## config.mk

```make
export PLATFORM = sky130hd
export DESIGN_NAME = fib_index_finder
export DESIGN_NICKNAME = d
export VERILOG_FILES = /design/src/rtl/fib_pkg.sv /design/src/rtl/fib_step.sv /design/src/rtl/fib_index_finder.sv
export SDC_FILE = /design/constraint.sdc
export NUM_CORES = 1
export LEC_CHECK = 0
export CAP_MARGIN = 5
export CELL_PAD_IN_SITES_DETAIL_PLACEMENT = 1
export CELL_PAD_IN_SITES_GLOBAL_PLACEMENT = 1
export CORE_ASPECT_RATIO = 0.9
export CORE_UTILIZATION = 41
export CTS_CLUSTER_DIAMETER = 80
export CTS_CLUSTER_SIZE = 25
export DETAILED_ROUTE_END_ITERATION = 7
export PLACE_DENSITY = 0.73
export SLEW_MARGIN = 20
export SYNTH_ARGS = -nofsm -noshare
export SYNTH_HDL_FRONTEND = slang
export SYNTH_SLANG_ARGS = --single-unit
```

## constraint.sdc

```tcl
create_clock -name clk -period 4.8 [get_ports clk]
set_input_delay 0.96 -clock clk [delete_from_list [all_inputs] [get_ports clk]]
set_output_delay 0.96 -clock clk [all_outputs]
set_load 0.05 [all_outputs]
```

## src/rtl/fib_pkg.sv

```systemverilog
// rtl/fib_pkg.sv - shared constants for the Fibonacci evaluator and index finder
package fib_pkg;

    // FSM state encoding
    localparam logic [0:0] ST_IDLE   = 1'b0;
    localparam logic [0:0] ST_SEARCH = 1'b1;

    // Largest index whose term fits in 32 bits, and that term
    localparam int          FIB_MAX_IDX_32 = 47;
    localparam logic [31:0] FIB_MAX_32     = 32'd2971215073;

endpackage

```

## src/rtl/fib_step.sv

```systemverilog
// rtl/fib_step.sv - one Fibonacci recurrence step: next term = a + b
module fib_step #(
    parameter int WIDTH = 32
) (
    input  logic [WIDTH:0] a,
    input  logic [WIDTH:0] b,
    output logic [WIDTH:0] next_b
);

    // One extra bit of headroom so the first term past WIDTH is still visible
    assign next_b = a + b;

endmodule

```

## src/rtl/fib_index_finder.sv

```systemverilog
// rtl/fib_index_finder.sv - smallest n with fib(n) >= value, one term per clock
module fib_index_finder
    import fib_pkg::*;
#(
    parameter int WIDTH = 32,
    parameter int IDX_W = 7
) (
    input  logic             clk,
    input  logic             rst,
    input  logic             start,
    input  logic [WIDTH-1:0] value,
    output logic             busy,
    output logic             done,
    output logic [IDX_W-1:0] index,
    output logic             exact,
    output logic             ovf
);

    logic [0:0]       state_q, state_d;
    logic [WIDTH:0]   a_q, a_d;
    logic [WIDTH:0]   b_q, b_d;
    logic [WIDTH-1:0] v_q, v_d;
    logic [IDX_W-1:0] k_q, k_d;
    logic             busy_q, busy_d;
    logic             done_q, done_d;
    logic [IDX_W-1:0] index_q, index_d;
    logic             exact_q, exact_d;
    logic             ovf_q, ovf_d;
    logic [WIDTH:0]   next_b;
    logic             reached;

    fib_step #(.WIDTH(WIDTH)) u_step (
        .a      (a_q),
        .b      (b_q),
        .next_b (next_b)
    );

    // Current term has caught up with the target (target zero-extended)
    assign reached = (a_q >= {1'b0, v_q});

    // Next-state: accept in IDLE, then walk the recurrence until a >= v or b overflows
    always_comb begin
        state_d = state_q;
        a_d     = a_q;
        b_d     = b_q;
        v_d     = v_q;
        k_d     = k_q;
        busy_d  = busy_q;
        done_d  = 1'b0;
        index_d = index_q;
        exact_d = exact_q;
        ovf_d   = ovf_q;
        case (state_q)
            ST_IDLE: begin
                if (start) begin
                    v_d     = value;
                    a_d     = '0;
                    b_d     = (WIDTH+1)'(1);
                    k_d     = '0;
                    busy_d  = 1'b1;
                    state_d = ST_SEARCH;
                end
            end
            default: begin
                if (reached) begin
                    index_d = k_q;
                    exact_d = (a_q == {1'b0, v_q});
                    ovf_d   = 1'b0;
                    done_d  = 1'b1;
                    busy_d  = 1'b0;
                    state_d = ST_IDLE;
                end else if (b_q[WIDTH]) begin
                    // The next term no longer fits in WIDTH bits: no answer exists
                    index_d = k_q;
                    exact_d = 1'b0;
                    ovf_d   = 1'b1;
                    done_d  = 1'b1;
                    busy_d  = 1'b0;
                    state_d = ST_IDLE;
                end else begin
                    a_d = b_q;
                    b_d = next_b;
                    k_d = k_q + IDX_W'(1);
                end
            end
        endcase
    end

    // State and output registers; reset aborts any search without a done pulse
    always_ff @(posedge clk or posedge rst) begin
        if (rst) begin
            state_q <= ST_IDLE;
            a_q     <= '0;
            b_q     <= (WIDTH+1)'(1);
            v_q     <= '0;
            k_q     <= '0;
            busy_q  <= 1'b0;
            done_q  <= 1'b0;
            index_q <= '0;
            exact_q <= 1'b0;
            ovf_q   <= 1'b0;
        end else begin
            state_q <= state_d;
            a_q     <= a_d;
            b_q     <= b_d;
            v_q     <= v_d;
            k_q     <= k_d;
            busy_q  <= busy_d;
            done_q  <= done_d;
            index_q <= index_d;
            exact_q <= exact_d;
            ovf_q   <= ovf_d;
        end
    end

    assign busy  = busy_q;
    assign done  = done_q;
    assign index = index_q;
    assign exact = exact_q;
    assign ovf   = ovf_q;

endmodule
```

==> Changelog: implementation, run 1 <==
## Flow update

* Log Warnings at 26
* Top Usage Layer GRT: met2
* H-tree depth at 4
* Top Layout Cells: dfrtp_1, nand2_1, ha_1
* Post-layout worst setup margin at 958 ps
* Clock Path Buffers at 2
* Placed Area at 7500 um^2
* Violated checks: DRC
* Termination of the worst setup path: b_q[5]
* Number of cells in Yosys stat at 710
* Yosys cell types at 59
* Outcome: complete, but fails checks
* Worst Hold Launch: b_q[30]
* Worst Path Class, Setup: flip-flop to flip-flop
* Vias in the first global route at 5884
* Synth mux share at 6.73%
* FP Core Util at 42.3%
* DRC viols at 10
* Largest net degree at the start of global routing at 77
* DRT iter0 DRCs at 351
* Met2 usage at 38.3%
* Setup-failing EPs final at 0
-- run 1: power breakdown --
group | switching (mW) | internal [mW]
Combinational | 1.62 | 1.03
Clock | 0.458 | 0.906
Sequential | 0.291 | 1.37
-- run 1: synth_stat cells, types with 2 or more instances --
cell type	instances	area share, %
nor3b_1	2	0.22
o311ai_0	2	0.26
a31oi_1	7	0.64
buf_6	2	0.33
and3_1	4	0.36
o21ai_1	3	0.22
o41ai_1	3	0.38
ha_1	65	12
o31ai_1	13	1.4
a21o_1	28	3.1
buf_2	4	0.29
nand2_1	86	4.7
mux2_2	41	6.7
o21a_1	9	0.98
o21bai_1	4	0.44
o21ai_0	40	2.9
a21oi_1	27	2.0
inv_1	57	3.1
nor2b_1	3	0.27
o31a_1	2	0.26
a211o_1	2	0.26
nand2b_1	7	0.64
a21boi_0	2	0.22
xnor2_1	13	1.7
or2_2	2	0.18
buf_1	10	0.55
o22ai_1	5	0.46
a22o_1	5	0.64
nor3_1	7	0.51
and4_1	4	0.51
nand4_1	6	0.55
a211oi_1	4	0.44
or3_1	6	0.55
a221o_1	3	0.44
o211ai_1	2	0.22
o211a_1	2	0.29
clkbuf_1	11	0.60
nor2_1	28	1.5
nand3_1	49	3.6
xor2_1	7	0.89
dfrtp_1	115	42
-- run 1: layout make-up --
type,instances,area [um^2],share of cell area (%)
clock buffer,22,474,5.84
multi-input combinational,510,3630,44.7
tap,207,259,3.19
timing repair buffer,50,488,6.01
sequential,116,2900,35.7
inverter,57,216,2.66
clock inverter,10,154,1.89
-- run 1: state kept, by name, indices dropped and copies added, names as in the netlist --
register,count
ovf,1
index,7
exact,1
done,1
b_q,33
v_q,32
a_q,32
state_q,1
k_q,7
busy,1
Fig. 1: run 1, cell outlines without signal wires
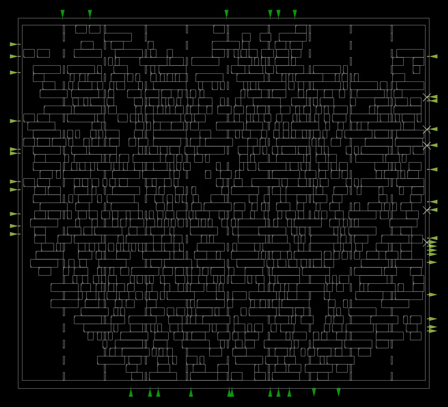
non-filler instance count after layout: 972
fillers: 1805

Fig. 2: run 1, metal layers overlaid
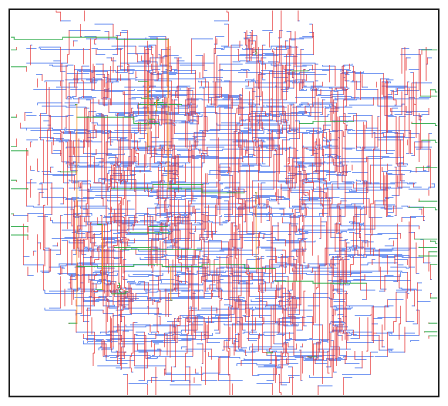
| colour | layer | wire length |
|---|---|---|
| green | metal 3 | 487 um |
| orange | metal 4 | 200 um |
| red | metal 2 | 8780 um |
| blue | metal 1 | 8460 um |
Routed Wire Length: 17900 um
WL per Instance: 18.4 um
gr usage total: 22.3%
vias: 5490

Fig. 3: run 1, clock network drawn from the DEF
Scale bar: 50 um.
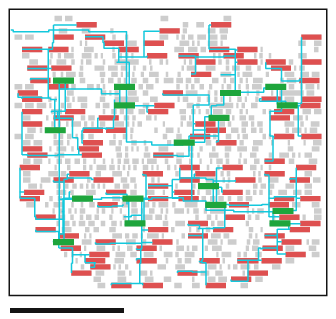
[red] flip-flops | count: 116
[green] clock drivers | count: 17
[cyan] clock wires | length: 1810 um
routed clock nets: 18

## Run 2: what changed since run 1
Settings changed: PLACE_DENSITY 0.73 to 0.76.
Clock period 4.8 ns to 3.5 ns, I/O delays scaled along.
==> run 2 against run 1 <==
- highest routed layer unchanged
- the flow still finishes with violations (DRC)
- largest power group unchanged
- synthesized cell count unchanged
- utilization up 0.55 points
- via count about the same
- largest cell class unchanged
- cell area up 1.1%
- wire length about the same
- hold slack better by 2.0 ps
- non-clock buffer count up 6
- worst setup slack worse by 690 ps
==> Changelog: implementation, run 2 <==
## Flow update

* Synth cell count leaders: dfrtp_1, nand2_1, ha_1, inv_1, nand3_1
* Top-area cell type share of the netlist area at 41.9%
* Worst Hold Launch: b_q[2]
* Setup-failing EPs final at 0
* Outcome: complete, but fails checks
* FP Core Util at 42.3%
* Most frequent cell after synthesis: dfrtp_1
* Top Layout Cells: dfrtp_1, nand2_1, ha_1
* Yosys cell types at 59
* DRC viols at 6
* Log Warnings at 28
* Biggest area cells: dfrtp_1, ha_1, mux2_2
* Violated checks: DRC
* Yosys top cell by area: dfrtp_1
* Number of cells in Yosys stat at 710
* Placed Area at 7550 um^2
* Largest net degree at the start of global routing at 117
* Nets at 859
* Routed Wire Length at 17900 um
* Synth mux share at 6.73%
* WL per Instance at 18.3 um
* Clock Path Buffers at 2
* Fillers at 1816
## run 2: cell types whose count changed in the layout (fill, tap and decap cells not counted), moves of 2 or more
| cell | delta |
|---|---|
| buf_4 | +5 |
| clkbuf_8 | -2 |
| clkinv_2 | -2 |
| clkinv_4 | +2 |
| clkinvlp_4 | +3 |
## run 2: metrics by stage
stage	power (mW)	instances	utilization, %	worst slack [ps]
floorplan	4.92	710	-	604
finish	7.94	978	50.6	265
global placement	5.73	946	46.5	254
CTS	7.99	978	50.5	8.75
global route	8.52	978	50.6	15.2
detailed placement	5.98	946	46.5	96.1
## run 2: final cells by class
class                   instances  area, um^2  area share, %
repair buffers                 56         546           6.64
well taps                     207         259           3.15
clock inverters                13         206           2.51
inverters                      57         218           2.65
clock buffers                  19         443           5.39
flip-flops and latches        116        2900           35.4
multi-input cells             510        3640           44.3
## run 2: cell families (layout without fill, tap and decap cells)
kind of cell             Yosys count  in the layout
AND/OR/NAND/NOR                  211            211
AND-OR/OR-AND                    172            172
flip-flops                       116            116
buffers and inverters             84            145
adder cells (fa/ha/maj)           66             66
multiplexers                      41             41
XOR/XNOR                          20             20
## run 2: layer usage
layer | share of wire, % | GRT usage, %
met1 | 47 | 28.5
met3 | 3.8 | 4.19
met5 | 0 | 0
met4 | 1.6 | 9.32
met2 | 48 | 37.4
## run 2: worst paths after layout
check                           endpoint  slack [ps]  cells past startpoint
worst max-delay path             b_q[31]         260                     10
worst min-delay path              a_q[2]         500                      2
worst max register to register   b_q[31]         260                     10
worst min register to register    a_q[2]         500                      2
max in group asynchronous        v_q[17]        2230                      3
min in group asynchronous       index[5]         810                      3
## run 2: where the power goes
group,switching (mW),internal [mW]
clock network,0.662,1.28
registers,0.407,1.88
logic,2.24,1.47
total,3.31,4.64
Fig. 4: run 2, layout detail
Window x 49 to 89, y 17 to 57 um. Cells in grey, sequential cells in the stronger grey; small squares are vias.
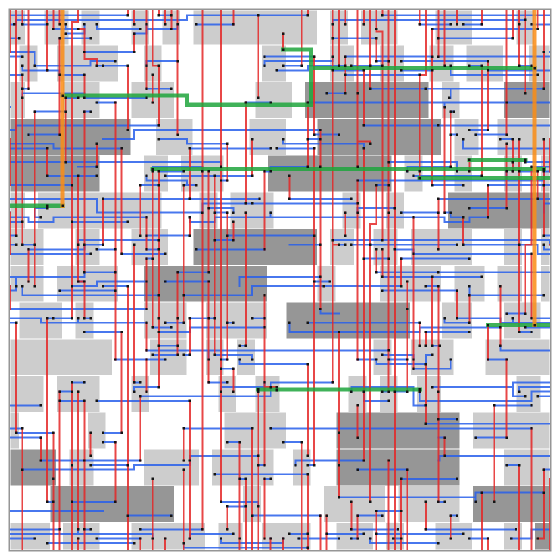
| colour | layer |
|---|---|
| green | metal 3 |
| blue | metal 1 |
| red | metal 2 |
| orange | metal 4 |
cells with their middle in the window: 104
netlist names of flops here include: a_q (6), b_q (5)
sequential cells in the window: 13
most frequent: nand2_1 (18), dfrtp_1 (13), ha_1 (10)

Fig. 5: run 2, clock network drawn from the DEF
Scale bar: 50 um.
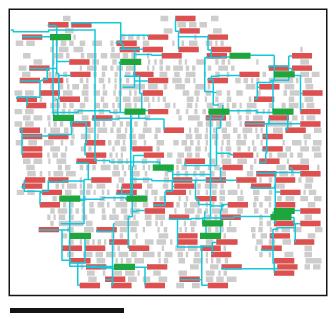
[cyan] clock wires | length: 1870 um
[green] clock drivers | count: 17
[red] flip-flops | count: 116
routed clock nets: 18

Power figures rest on the tool's default switching activity, not on a simulated workload.
